--- config.mk ---
export PLATFORM = sky130hd
export DESIGN_NAME = operand_lut
export DESIGN_NICKNAME = d
export VERILOG_FILES = /design/src/rtl/operand_lut.sv
export SDC_FILE = /design/constraint.sdc
export NUM_CORES = 1
export LEC_CHECK = 0
export CORE_MARGIN = 1
export CORE_UTILIZATION = 40
export CTS_CLUSTER_DIAMETER = 50
export CTS_CLUSTER_SIZE = 28
export DETAILED_ROUTE_END_ITERATION = 8
export GPL_TIMING_DRIVEN = 1
export HOLD_SLACK_MARGIN = 0.06
export PLACE_DENSITY_LB_ADDON = 0.25
export SYNTH_ARGS = -nofsm -noshare
export SYNTH_HDL_FRONTEND = slang
export SYNTH_SLANG_ARGS = --single-unit
--- constraint.sdc ---
create_clock -name Clk -period 2.7 [get_ports Clk]
set_clock_uncertainty 0.05 [all_clocks]
set_input_delay 0.405 -clock Clk [delete_from_list [all_inputs] [get_ports Clk]]
set_output_delay 0.405 -clock Clk [all_outputs]
set_load 0.02 [all_outputs]
--- src/rtl/operand_lut.sv ---
// operand_lut: operand pointer decoder backed by a writable constant table.
// A pointer with its MSB set selects a table constant; otherwise the pointer
// itself is returned zero-extended as a register number. After reset or a
// reload, the table refills with its defaults one entry per cycle, and the
// block reports busy for that whole time.
//
// Handshake: a lookup is taken on a rising edge where rd_req=1 and busy=0.
// rd_valid is high for exactly the next cycle. While rd_valid=0, constant and
// const_flag keep their last values. There is no backpressure. A write is
// taken on a rising edge in READY with wr_en=1 and no reload. A write offered
// while busy is dropped and flagged by a one-cycle wr_err pulse.
module operand_lut #(
   parameter int DW = 8,
   parameter int PW = 5
) (
   input  logic          Clk,
   input  logic          Reset,
   input  logic          reload,
   input  logic          rd_req,
   input  logic [PW-1:0] rd_ptr,
   input  logic          wr_en,
   input  logic [PW-2:0] wr_idx,
   input  logic [DW-1:0] wr_data,
   output logic          busy,
   output logic          rd_valid,
   output logic [DW-1:0] constant,
   output logic          const_flag,
   output logic          wr_err,
   output logic          dbg_state_o
);

   localparam int DEPTH = 2 ** (PW - 1);
   localparam logic [0:0] ST_INIT  = 1'b0;
   localparam logic [0:0] ST_READY = 1'b1;
   localparam logic [PW-2:0] LAST_IDX = '1;

   logic [0:0]    state_q, state_d;
   logic [PW-2:0] cnt_q, cnt_d;
   logic [DW-1:0] mem_q [DEPTH];
   logic          rd_valid_q, rd_valid_d;
   logic [DW-1:0] constant_q, constant_d;
   logic          const_flag_q, const_flag_d;
   logic          wr_err_q, wr_err_d;
   logic          wr_go;
   logic          accept;
   logic [PW-2:0] rd_idx;

   // Default contents: a fixed list for the first 16 entries, identity after.
   function automatic logic [DW-1:0] default_entry(input logic [PW-2:0] k);
      logic [31:0] v;
      int          idx;
      idx = int'(k);
      case (idx)
         0:  v = 32'd127;
         1:  v = 32'd1;
         2:  v = 32'd2;
         3:  v = 32'd128;
         4:  v = 32'd8;
         5:  v = 32'd3;
         6:  v = 32'd4;
         7:  v = 32'd5;
         8:  v = 32'd32;
         9:  v = 32'd6;
         10: v = 32'd15;
         11: v = 32'd64;
         12: v = 32'd7;
         13: v = 32'd255;
         14: v = 32'd19;
         15: v = 32'd20;
         default: v = idx;
      endcase
      return v[DW-1:0];
   endfunction

   assign busy        = (state_q == ST_INIT);
   assign dbg_state_o = state_q;
   assign rd_valid    = rd_valid_q;
   assign constant    = constant_q;
   assign const_flag  = const_flag_q;
   assign wr_err      = wr_err_q;

   // A reload cancels a coincident write, so it can never race the refill.
   assign wr_go  = (state_q == ST_READY) && wr_en && !reload;
   assign accept = rd_req && !busy;
   assign rd_idx = rd_ptr[PW-2:0];

   // Next state: step through the refill in INIT, re-enter INIT on reload.
   always_comb begin
      state_d = state_q;
      cnt_d   = cnt_q;
      if (state_q == ST_INIT) begin
         cnt_d = cnt_q + 1'b1;
         if (cnt_q == LAST_IDX) begin
            state_d = ST_READY;
         end
      end else if (reload) begin
         state_d = ST_INIT;
         cnt_d   = '0;
      end
   end

   // Lookup result and the write-error pulse, computed ahead of the edge.
   always_comb begin
      rd_valid_d   = accept;
      constant_d   = constant_q;
      const_flag_d = const_flag_q;
      wr_err_d     = wr_en && busy && !reload;
      if (accept) begin
         const_flag_d = rd_ptr[PW-1];
         if (rd_ptr[PW-1]) begin
            if (wr_go && (wr_idx == rd_idx)) begin
               constant_d = wr_data;
            end else begin
               constant_d = mem_q[rd_idx];
            end
         end else begin
            constant_d             = '0;
            constant_d[PW-1:0]     = rd_ptr;
         end
      end
   end

   // Control and output registers; Reset overrides every other input.
   always_ff @(posedge Clk) begin
      if (Reset) begin
         state_q      <= ST_INIT;
         cnt_q        <= '0;
         rd_valid_q   <= 1'b0;
         constant_q   <= '0;
         const_flag_q <= 1'b0;
         wr_err_q     <= 1'b0;
      end else begin
         state_q      <= state_d;
         cnt_q        <= cnt_d;
         rd_valid_q   <= rd_valid_d;
         constant_q   <= constant_d;
         const_flag_q <= const_flag_d;
         wr_err_q     <= wr_err_d;
      end
   end

   // Table storage: refill writes in INIT, user writes in READY.
   always_ff @(posedge Clk) begin
      if (!Reset) begin
         if (state_q == ST_INIT) begin
            mem_q[cnt_q] <= default_entry(cnt_q);
         end else if (wr_go) begin
            mem_q[wr_idx] <= wr_data;
         end
      end
   end

endmodule

==> job_summary.md <==
### Flow metrics

| Metric | Value |
|---|---|
| Post-CTS Setup Bufs | `0` |
| Arrival time at the worst endpoint | `2.45 ns` |
| Aggregate global-route resource usage | `0.189` |
| Critical-path cell with the highest stage delay | `nor2_1` |
| Worst-Margin Slew | `0.832 ns` |
| Clock tree from TritonCTS | `built` |
| Storage cell area | `4320 µm²` |
| Clock slew at reported path FFs | `0.06 ns` |
| Synth unique cells | `50` |
| Cell taking the most area after synthesis | `edfxtp_1` |
| Top area cells in the synthesized netlist | `edfxtp_1 (60%), dfxtp_1 (7.5%), mux4_2 (5.3%)` |
| Result of the run | `finished, final reports clean` |
| Part of the Yosys area used for sequential elements | `0.673` |
| Routed vias/inst | `5.41` |
| Critical path start-end classification | `primary input to flop` |
| I/O pins | `35` |
| P&R area growth vs syn | `21.1%` |
| Iteration count of the initial detailed-routing pass | `5` |
| Routed via count | `3755` |
| Final critical delay including setup and external delays | `2.46 ns` |
| Total count of hold-check failures in the final report | `0` |
| Clock buffer depth | `2` |
layout make-up:
cell class                 instances  area share
sequential                       152       0.556
multi-input combinational        221       0.247
timing repair buffer              69      0.0794
clock buffer                      19      0.0556
tap                              211      0.0339
clock inverter                    11      0.0231
inverter                          11     0.00530
tightest hold or removal path, delay by kind of cell, from the launching register on:
| kind | cells | cell delay [ns] |
|---|---|---|
| DFF | 1 | 0.31 |
| AOI/OAI and AO/OA | 1 | 0.05 |
| and+or+nand+nor | 1 | 0.05 |
routing by layer:
metal,wire length (µm),vias up,global-route usage
met5,0,-,0
met3,798,26,0.0462
met1,6090,1892,0.241
met4,341,0,0.0900
met2,7140,109,0.305
li1,-,1728,-
layout by cell type (no fill, tap or decap), types with 4 or more instances in the layout:
cell type,n
edfxtp_1,128
nor2_1,33
buf_4,33
clkdlybuf4s50_1,32
dfxtp_1,24
mux2i_1,17
clkbuf_16,17
mux4_2,15
nand2_1,14
inv_1,11
a21oi_1,11
mux4_1,11
nand3_1,10
mux2_2,10
a31oi_1,9
nor3_1,9
o22ai_1,7
ha_1,7
nor2b_1,6
o21ai_0,6
and3_1,5
bufinv_16,5
a22oi_1,4
power breakdown:
part           internal, µW  switching [µW]  total (µW)  leakage [µW]
combinational           170             261         431       0.00105
clock                  1620             856        2470      0.000299
sequential             2650            22.7        2680       0.00135
worst paths after layout:
path,start,to,cells after the start
setup / recovery,wr_en,mem_q[15][6]$_DFFE_PP_,8
setup reg to reg,dbg_state_o$_SDFF_PP0_,flop,7
hold / removal,const_flag$_SDFFE_PP0P_,const_flag$_SDFFE_PP0P_,2
hold reg to reg,const_flag$_SDFFE_PP0P_,const_flag$_SDFFE_PP0P_,2
metrics by stage:
| step | cell area, µm² | total power (µW) |
|---|---|---|
| 5_1_grt | 7780 | 5760 |
| 2_1_floorplan | 6420 | 2960 |
| 3_3_place_gp | 7170 | 3150 |
| 3_5_place_dp | 7170 | 3160 |
| 4_1_cts | 7780 | 5630 |
| 6_report | 7780 | 5580 |
sequential cells by signal, indices dropped and copies added (netlist names), named ones only:
| name | count |
|---|---|
| cnt_q | 4 |
| rd_valid | 1 |
| const_flag | 1 |
| wr_err | 1 |
| mem_q | 128 |
| constant | 8 |
| dbg_state_o | 1 |
logic make-up after synthesis:
family                   Yosys count  synth area share
AND/OR/NAND/NOR                   99            0.0765
XOR/XNOR                           4           0.00545
buffers and inverters             32            0.0277
multiplexers                      53             0.142
adder cells (fa/ha/maj)            7            0.0136
flip-flops                       152             0.673
AND-OR/OR-AND                     58            0.0621
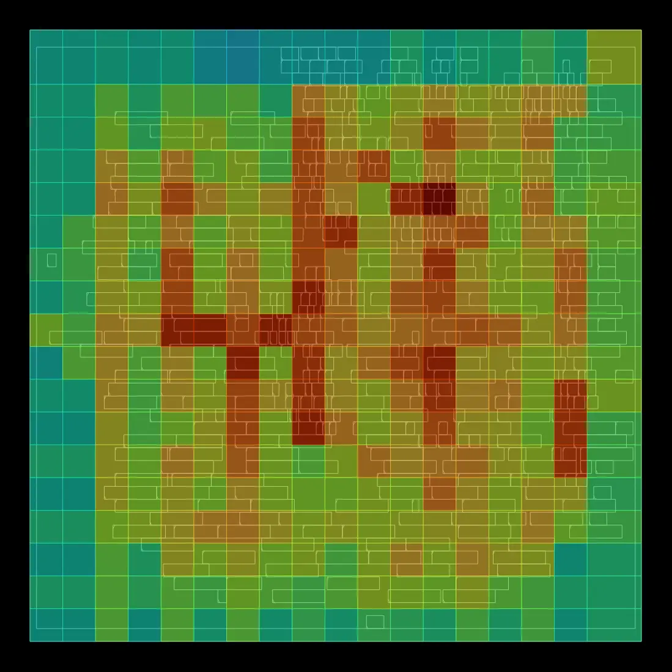
**Above:** routing congestion map.
met3 demand-to-capacity share in global routing: 0.0462
routed len/inst: 20.7 µm
peak-usage layer in the global routing report: met2

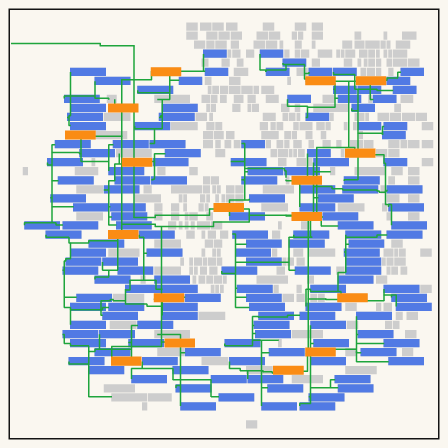
**Above:** clock network drawn from the DEF.
orange -> clock drivers  # count 17
blue -> flip-flops  # count 152
green -> clock wires  # length 1670 µm
flops lie = all over the die
routed clock nets = 18

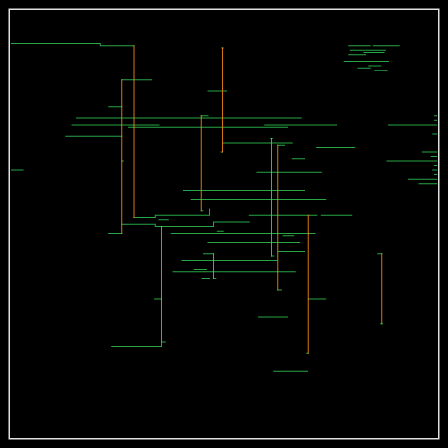
**Above:** wiring by layer.
Two of the layers only.
orange -> metal 4  # wire length 341 µm
green -> metal 3  # wire length 799 µm

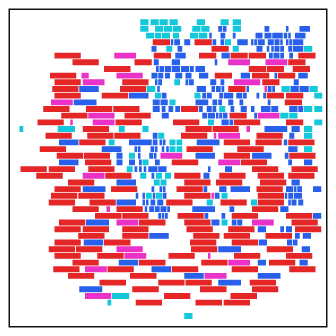
**Above:** cells colored by class.
red -> flops  # cells 152
blue -> combinational and other logic  # cells 232
magenta -> clock drivers and dummy loads  # cells 30
cyan -> other buffers and delay cells  # cells 69
Seq/total area: 0.556
area of the core: 15400 µm²
final core utilization: 0.505
total number of placement rows: 45

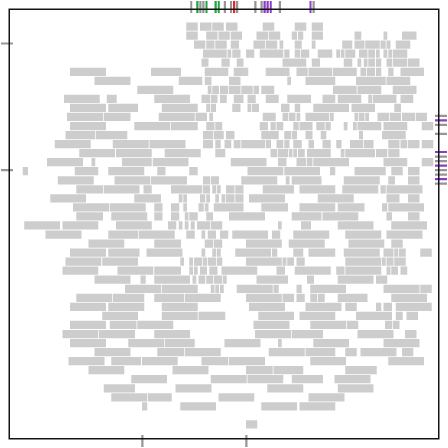
**Above:** I/O pins on the die edge.
Pins as bars across the die edge, other pins in gray.
red -> wr_err  # pins 1, direction output, edge top
purple -> wr_data  # pins 8, direction input, edge 4 top, 4 right
green -> wr_idx  # pins 4, direction input, edge top
all pins by edge = 19 top, 12 right, 2 left, 2 bottom

Power is estimated from default activity; no workload was simulated.
